### config.mk
export PLATFORM = sky130hd
export DESIGN_NAME = opll_audio_serializer_flat
export DESIGN_NICKNAME = d
export VERILOG_FILES = /design/src/rtl/opll_audio_pkg.sv /design/src/rtl/opll_audio_serializer_if.sv /design/src/rtl/opll_dsm1.sv /design/src/rtl/opll_audio_serializer.sv /design/src/flat_wrapper.sv
export SDC_FILE = /design/constraint.sdc
export NUM_CORES = 1
export LEC_CHECK = 0
export CAP_MARGIN = 20
export CORE_MARGIN = 3
export CORE_UTILIZATION = 35
export CTS_CLUSTER_SIZE = 28
export DETAILED_ROUTE_END_ITERATION = 6
export DONT_BUFFER_PORTS = 1
export GPL_TIMING_DRIVEN = 0
export PLACE_DENSITY = 0.58
export RECOVER_POWER = 25
export SETUP_SLACK_MARGIN = 0.4
export SLEW_MARGIN = 20
export SYNTH_ARGS = -nofsm -noshare
export SYNTH_HDL_FRONTEND = slang
export SYNTH_SLANG_ARGS = --single-unit
### constraint.sdc
create_clock -name clk -period 4.4 [get_ports clk]
set_clock_uncertainty 0.2 [all_clocks]
set_input_delay 0.44 -clock clk [delete_from_list [all_inputs] [get_ports clk]]
set_output_delay 0.44 -clock clk [all_outputs]
set_load 0.1 [all_outputs]
### src/rtl/opll_audio_pkg.sv
// Shared constants and types for the OPLL audio output stage.
package opll_audio_pkg;

    localparam int SLOT_BITS  = 16;
    localparam int FRAME_BITS = 32;

    typedef logic signed [15:0] opll_sample_t;

    localparam logic [15:0] PDM_OFFSET = 16'h8000;

    // Two's complement to offset binary: flipping the sign bit maps -32768..32767 onto 0..65535.
    function automatic logic [15:0] to_offset_binary(input logic [15:0] s);
        return s ^ PDM_OFFSET;
    endfunction

endpackage

### src/rtl/opll_audio_serializer_if.sv
// Signal bundle between the OPLL core side and the audio serializer (sample in, I2S/PDM pins out).
interface opll_audio_serializer_if;
    import opll_audio_pkg::*;

    opll_sample_t acc_signed;
    logic         acc_strb;
    logic         clr_ovr;
    logic         i2s_bclk;
    logic         i2s_lrck;
    logic         i2s_sdata;
    logic         ovr;
    logic         pdm_out;

    modport master (
        output acc_signed, acc_strb, clr_ovr,
        input  i2s_bclk, i2s_lrck, i2s_sdata, ovr, pdm_out
    );

    modport slave (
        input  acc_signed, acc_strb, clr_ovr,
        output i2s_bclk, i2s_lrck, i2s_sdata, ovr, pdm_out
    );

endinterface

### src/rtl/opll_dsm1.sv
// First-order delta-sigma modulator: the carry out of a free-running 16-bit accumulator
// gives a 1-bit stream whose ones-density is din/65536.
module opll_dsm1 (
    input  logic        clk,
    input  logic        rst,
    input  logic [15:0] din,
    output logic        dout
);

    logic [15:0] acc_reg;
    logic [16:0] sum;

    assign sum = {1'b0, acc_reg} + {1'b0, din};

    always_ff @(posedge clk or posedge rst) begin
        if (rst) begin
            acc_reg <= '0;
            dout    <= 1'b0;
        end else begin
            acc_reg <= sum[15:0];
            dout    <= sum[16];
        end
    end

endmodule

### src/rtl/opll_audio_serializer.sv
// Captures OPLL accumulator samples and streams them as mono-duplicated 16-bit I2S.
// Define OPLL_AUDIO_PDM_EN to also build the 1-bit delta-sigma output on pdm_out.
module opll_audio_serializer
    import opll_audio_pkg::*;
#(
    parameter int BCLK_DIV = 4,
    parameter int SAMPLE_W = 16
) (
    input  logic                    clk,
    input  logic                    rst,
    opll_audio_serializer_if.slave  bus
);

    localparam int                 DIV_W    = (BCLK_DIV > 1) ? $clog2(BCLK_DIV) : 1;
    localparam logic [DIV_W-1:0]   DIV_LAST = DIV_W'(BCLK_DIV - 1);

    logic                 strb_q_reg;
    logic                 pend_reg;
    logic [SAMPLE_W-1:0]  hold_reg;
    logic [SAMPLE_W-1:0]  word_reg;
    logic [DIV_W-1:0]     div_cnt_reg;
    logic [4:0]           bit_cnt_reg;
    logic                 bclk_reg;
    logic                 lrck_reg;
    logic                 sdata_reg;
    logic                 ovr_reg;

    logic                 capture;
    logic                 wrap;
    logic                 fall;
    logic [4:0]           bit_cnt_next;
    logic                 frame_start;
    logic [SAMPLE_W-1:0]  word_next;
    logic                 sdata_next;

    assign capture      = bus.acc_strb & ~strb_q_reg;
    assign wrap         = (div_cnt_reg == DIV_LAST);
    assign fall         = wrap & bclk_reg;
    assign bit_cnt_next = bit_cnt_reg + 5'd1;
    assign frame_start  = fall && (bit_cnt_next == 5'd0);
    // The MSB of a new frame must come from the word being loaded this very cycle.
    assign word_next    = frame_start ? hold_reg : word_reg;
    // Both slots index the same word: 15-k for the left slot, 31-k for the right one.
    assign sdata_next   = word_next[4'd15 - bit_cnt_next[3:0]];

    always_ff @(posedge clk or posedge rst) begin
        if (rst) begin
            strb_q_reg <= 1'b0;
            hold_reg   <= '0;
        end else begin
            strb_q_reg <= bus.acc_strb;
            if (capture) begin
                hold_reg <= bus.acc_signed;
            end
        end
    end

    // A capture coinciding with a frame load leaves the new sample pending.
    always_ff @(posedge clk or posedge rst) begin
        if (rst) begin
            pend_reg <= 1'b0;
        end else if (capture) begin
            pend_reg <= 1'b1;
        end else if (frame_start) begin
            pend_reg <= 1'b0;
        end
    end

    always_ff @(posedge clk or posedge rst) begin
        if (rst) begin
            div_cnt_reg <= '0;
            bclk_reg    <= 1'b0;
        end else if (wrap) begin
            div_cnt_reg <= '0;
            bclk_reg    <= ~bclk_reg;
        end else begin
            div_cnt_reg <= div_cnt_reg + 1'b1;
        end
    end

    // Starting at 31 makes the first falling BCLK open a left slot.
    always_ff @(posedge clk or posedge rst) begin
        if (rst) begin
            bit_cnt_reg <= 5'd31;
            word_reg    <= '0;
            sdata_reg   <= 1'b0;
            lrck_reg    <= 1'b0;
        end else if (fall) begin
            bit_cnt_reg <= bit_cnt_next;
            word_reg    <= word_next;
            sdata_reg   <= sdata_next;
            if (bit_cnt_next == 5'd31) begin
                lrck_reg <= 1'b0;
            end else if (bit_cnt_next == 5'd15) begin
                lrck_reg <= 1'b1;
            end
        end
    end

    always_ff @(posedge clk or posedge rst) begin
        if (rst) begin
            ovr_reg <= 1'b0;
        end else if (capture && pend_reg) begin
            ovr_reg <= 1'b1;
        end else if (bus.clr_ovr) begin
            ovr_reg <= 1'b0;
        end
    end

    assign bus.i2s_bclk  = bclk_reg;
    assign bus.i2s_lrck  = lrck_reg;
    assign bus.i2s_sdata = sdata_reg;
    assign bus.ovr       = ovr_reg;

`ifdef OPLL_AUDIO_PDM_EN
    logic pdm_bit;

    opll_dsm1 u_dsm1 (
        .clk  (clk),
        .rst  (rst),
        .din  (to_offset_binary(hold_reg)),
        .dout (pdm_bit)
    );

    assign bus.pdm_out = pdm_bit;
`else
    assign bus.pdm_out = 1'b0;
`endif

endmodule

### src/flat_wrapper.sv
// flat-port wrapper written by rule: the top's interface ports become plain ports
module opll_audio_serializer_flat import opll_audio_pkg::*;
#(
    parameter int BCLK_DIV = 4,
    parameter int SAMPLE_W = 16
)
  (clk, rst, bus_acc_signed, bus_acc_strb, bus_clr_ovr, bus_i2s_bclk, bus_i2s_lrck, bus_i2s_sdata, bus_ovr, bus_pdm_out);
  opll_audio_serializer_if bus_i ();
  input  logic clk;
  input  logic rst;
  input wire logic [$bits(bus_i.acc_signed)-1:0] bus_acc_signed;
  input wire logic [$bits(bus_i.acc_strb)-1:0] bus_acc_strb;
  input wire logic [$bits(bus_i.clr_ovr)-1:0] bus_clr_ovr;
  output wire logic [$bits(bus_i.i2s_bclk)-1:0] bus_i2s_bclk;
  output wire logic [$bits(bus_i.i2s_lrck)-1:0] bus_i2s_lrck;
  output wire logic [$bits(bus_i.i2s_sdata)-1:0] bus_i2s_sdata;
  output wire logic [$bits(bus_i.ovr)-1:0] bus_ovr;
  output wire logic [$bits(bus_i.pdm_out)-1:0] bus_pdm_out;
  assign bus_i.acc_signed = bus_acc_signed;
  assign bus_i.acc_strb = bus_acc_strb;
  assign bus_i.clr_ovr = bus_clr_ovr;
  assign bus_i2s_bclk = bus_i.i2s_bclk;
  assign bus_i2s_lrck = bus_i.i2s_lrck;
  assign bus_i2s_sdata = bus_i.i2s_sdata;
  assign bus_ovr = bus_i.ovr;
  assign bus_pdm_out = bus_i.pdm_out;
  opll_audio_serializer #(.BCLK_DIV(BCLK_DIV), .SAMPLE_W(SAMPLE_W)) u_core (.clk(clk), .rst(rst), .bus(bus_i));
endmodule
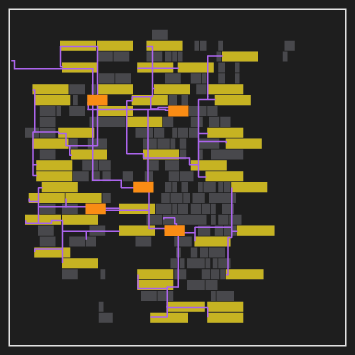
(images/clock_wires.png)
(4 px per um)
legend:
  orange:
    item: clock-net drivers
    count: 5
  yellow:
    item: flip-flops
    count: 45
  purple:
    item: clock wires
    length: 531 um
routed clock nets: 6

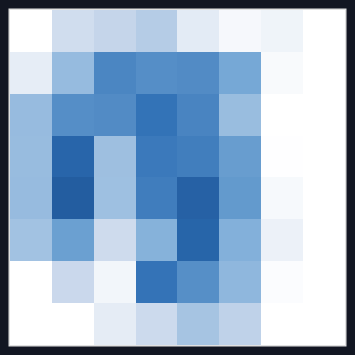
(images/util_map.png)
(4 px per um) The die is cut into 8 by 8 equal tiles; white is low, dark blue is high, 0 to 100% covered.
densest ninth of the die: center
tiles over 75% full: 6.2%
nearly empty tiles: 25%
mean over tiles: 32%
fullest tile: 82%
emptiest ninth of the die: upper right
Util after Layout: 41.4%
Core ar.: 0.00568 mm^2
FP Util: 37.3%

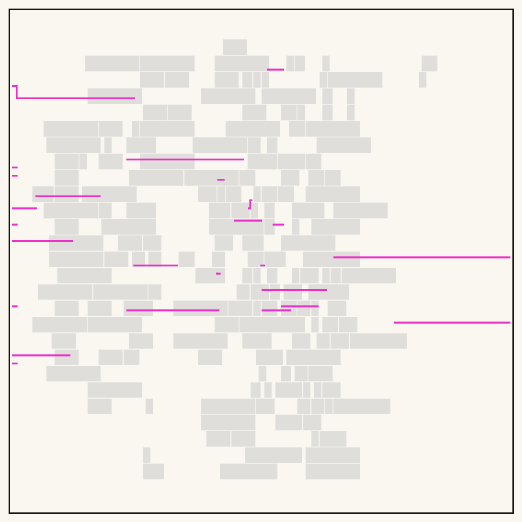
(images/m3.png)
(6 px per um) Cells faint in the background.
main direction: horizontal
wire length on this layer: 182 um
longest straight run: 29.2 um

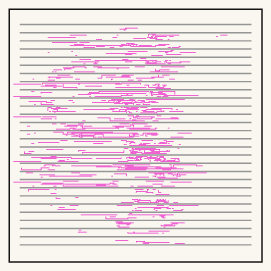
(images/m1.png)
(3 px per um) Supply wires on this layer in gray.
nets with wire on the layer: 186
wire length on this layer: 1800 um

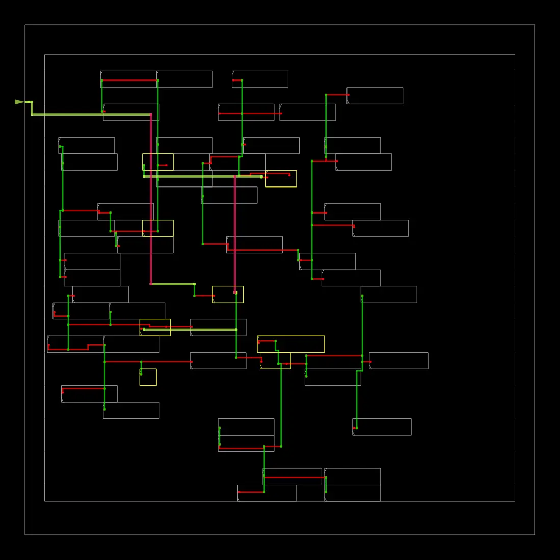
(images/clock_nets.png)
Insertion Delay late pin: 0.30 ns
CLK BUF: 6
Clk power: 0.323 mW
seq_cells: 45

==> results.ini <==
[cts]
cts_resized = 0
clk_path_buf_depth = 2
postCtsSetupBuffers = 0
cts_tree = built
ctsHoldBuffers = 2
root_buffer = clkbuf_8
clock_sinks = 45
htreeDepth = 2
path_clk_slew_ns = 0.09

[layout]
seqCellArea_mm2 = 0.00113
final_layout_size_suffix_gt1_share_pct = 28.9
finalNetCount = 203
layout_top_cell = dfrtp_1
logic_area_um2 = 911
final_cell_area_mm2 = 0.00235
final_cells = 252
fillers = 550
lay_top_cells = 40 x dfrtp_1, 26 x mux2_2, 13 x nand2_1
syn_to_final_growth_pct = 11.1

[setup_path]
arrival_ns = 3.11
worst-path-max-fanout = 5
cp-start-kind = flop
cp_data_required_time_ns = 4.38
path_class = flop to flop
end_kind = flop

[flow_run]
tool_warnings = 28
maxCapViolCount = 1

[floorplan]
io_pins = 25
chipArea_mm2 = 0.00701
dieWidth_um = 83.7

[grt]
gr-usage-all-layers_pct = 12.2
antenna_found_initial = 0
met2_usage_pct = 18.9
grt_overflow = 0
grt_pass1_vias = 1411
grtUsageMet1_pct = 15.6
grt_max_degree = 35

[final_timing]
hold_slack_ns = 0.0538
fin_crit_sh_pct = 71.3
setup_tns_ns = 0
worst_pin_slew_ns = 1.77
period_needed_ns = 3.14
fin_ws_ns = 1.26
final_max_slew_viol_count = 35
max-slew-margin-rel_pct = -18.1

[placement]
dp_hpwl_um = 2920
dp.cells = 242
dp_slack_ns = 1.30
postPlaceCellArea_mm2 = 0.00222
io_buffers = 0

[outcome]
violations = capacitance limit, slew limit
status = finished with violations

[yosys]
synth_async_sr_flop_share_pct = 100
muxShareOfSynthArea_pct = 16.6
syn_area_mm2 = 0.00211
yosys_area_mm2 = 0.00211
syn_area_per_cell_um2 = 12.5
top_area_cell = dfrtp_1
simple_gate_share_pct = 8.11
yosys_cells = 169
flop_cell = dfrtp_1
syn-num-nets = 193
aoi_share_pct = 12.5
synthCells = 169
ys_warn_count = 0
xor_area_share_pct = 3.31
synth.distinct_cells = 47
ys_seq_share_pct = 53.6
synth-edff-count = 0
ys_seq_elements = 45
ys_top_cells_by_area = dfrtp_1 47%, mux2_2 14%, dfstp_2 6.2%, xnor2_1 2.5%, ha_1 2.4%

[power_and_ir_drop]
p_leak_nw = 1.04
p_total_mw = 0.824

[drt]
drtAntennaViolNets = 0
wl_um = 4020
num_vias = 1321
drtPass1Iterations = 4
drc_errors = 0
viasPerCell = 5.24
wl_per_cell_um = 16.0

[worst_hold_path]
hold_class = input port to flop

-- final cells by class --
type | count | area share (%)
multi-input cells | 109 | 38.8
repair buffers | 3 | 1.01
flip-flops and latches | 45 | 48.2
plain buffers | 9 | 2.08
clock buffers | 6 | 3.52
well taps | 72 | 3.84
inverters | 6 | 0.959
clock inverters | 2 | 1.60
-- power by group --
group	internal, mW	switching [mW]	leakage [nW]
clock	0.185	0.139	0.0574
sequential	0.436	0.0191	0.563
combinational	0.0213	0.0247	0.422
-- critical path, stage by stage, from the launching register on --
cell and delay (ns):
dfrtp_1 1.00, and3_1 0.36, nand2_1 0.17, a211oi_2 0.25, a2111oi_1 0.09, or4_1 0.53
a2111oi_1 0.41
-- synth_stat cells (4+ instances only) --
| cell type | count |
|---|---|
| inv_1 | 6 |
| dfstp_2 | 5 |
| dfrtp_1 | 40 |
| nand2_1 | 13 |
| ha_1 | 4 |
| nor2_1 | 5 |
| xnor2_1 | 6 |
| a211oi_1 | 5 |
| o21ai_0 | 5 |
| a21oi_1 | 4 |
| mux2_2 | 26 |
| a21o_1 | 5 |
-- layer usage --
layer	vias up	part of all wire (%)
li1	622	-
met1	658	45
met2	33	49
met3	8	4.5
met4	0	2.0
met5	-	0
-- logic make-up (layout without fill, tap and decap cells) --
group,after synthesis,count (layout)
other,1,1
adder cells (fa/ha/maj),4,4
multiplexers,29,29
flip-flops,45,45
AND-OR/OR-AND,35,35
XOR/XNOR,8,8
buffers and inverters,15,26
AND/OR/NAND/NOR,32,32
-- final timing paths --
check / startpoint / to / slack (ns) / cells past startpoint
worst max-delay path: u_core.bus.i2s_bclk / u_core.bus.i2s_sdata / 1.26 / 6
min in group asynchronous: rst / u_core.hold_reg[4] / 0.38 / 2
worst max register to register: u_core.bus.i2s_bclk / u_core.bus.i2s_sdata / 1.26 / 6
worst min register to register: u_core.div_cnt_reg[0] / u_core.div_cnt_reg[0] / 0.24 / 1
max in group asynchronous: rst / u_core.word_reg[1] / 1.62 / 3
worst min-delay path: bus_clr_ovr / u_core.bus.ovr / 0.05 / 1
Power is estimated from default activity; no workload was simulated.
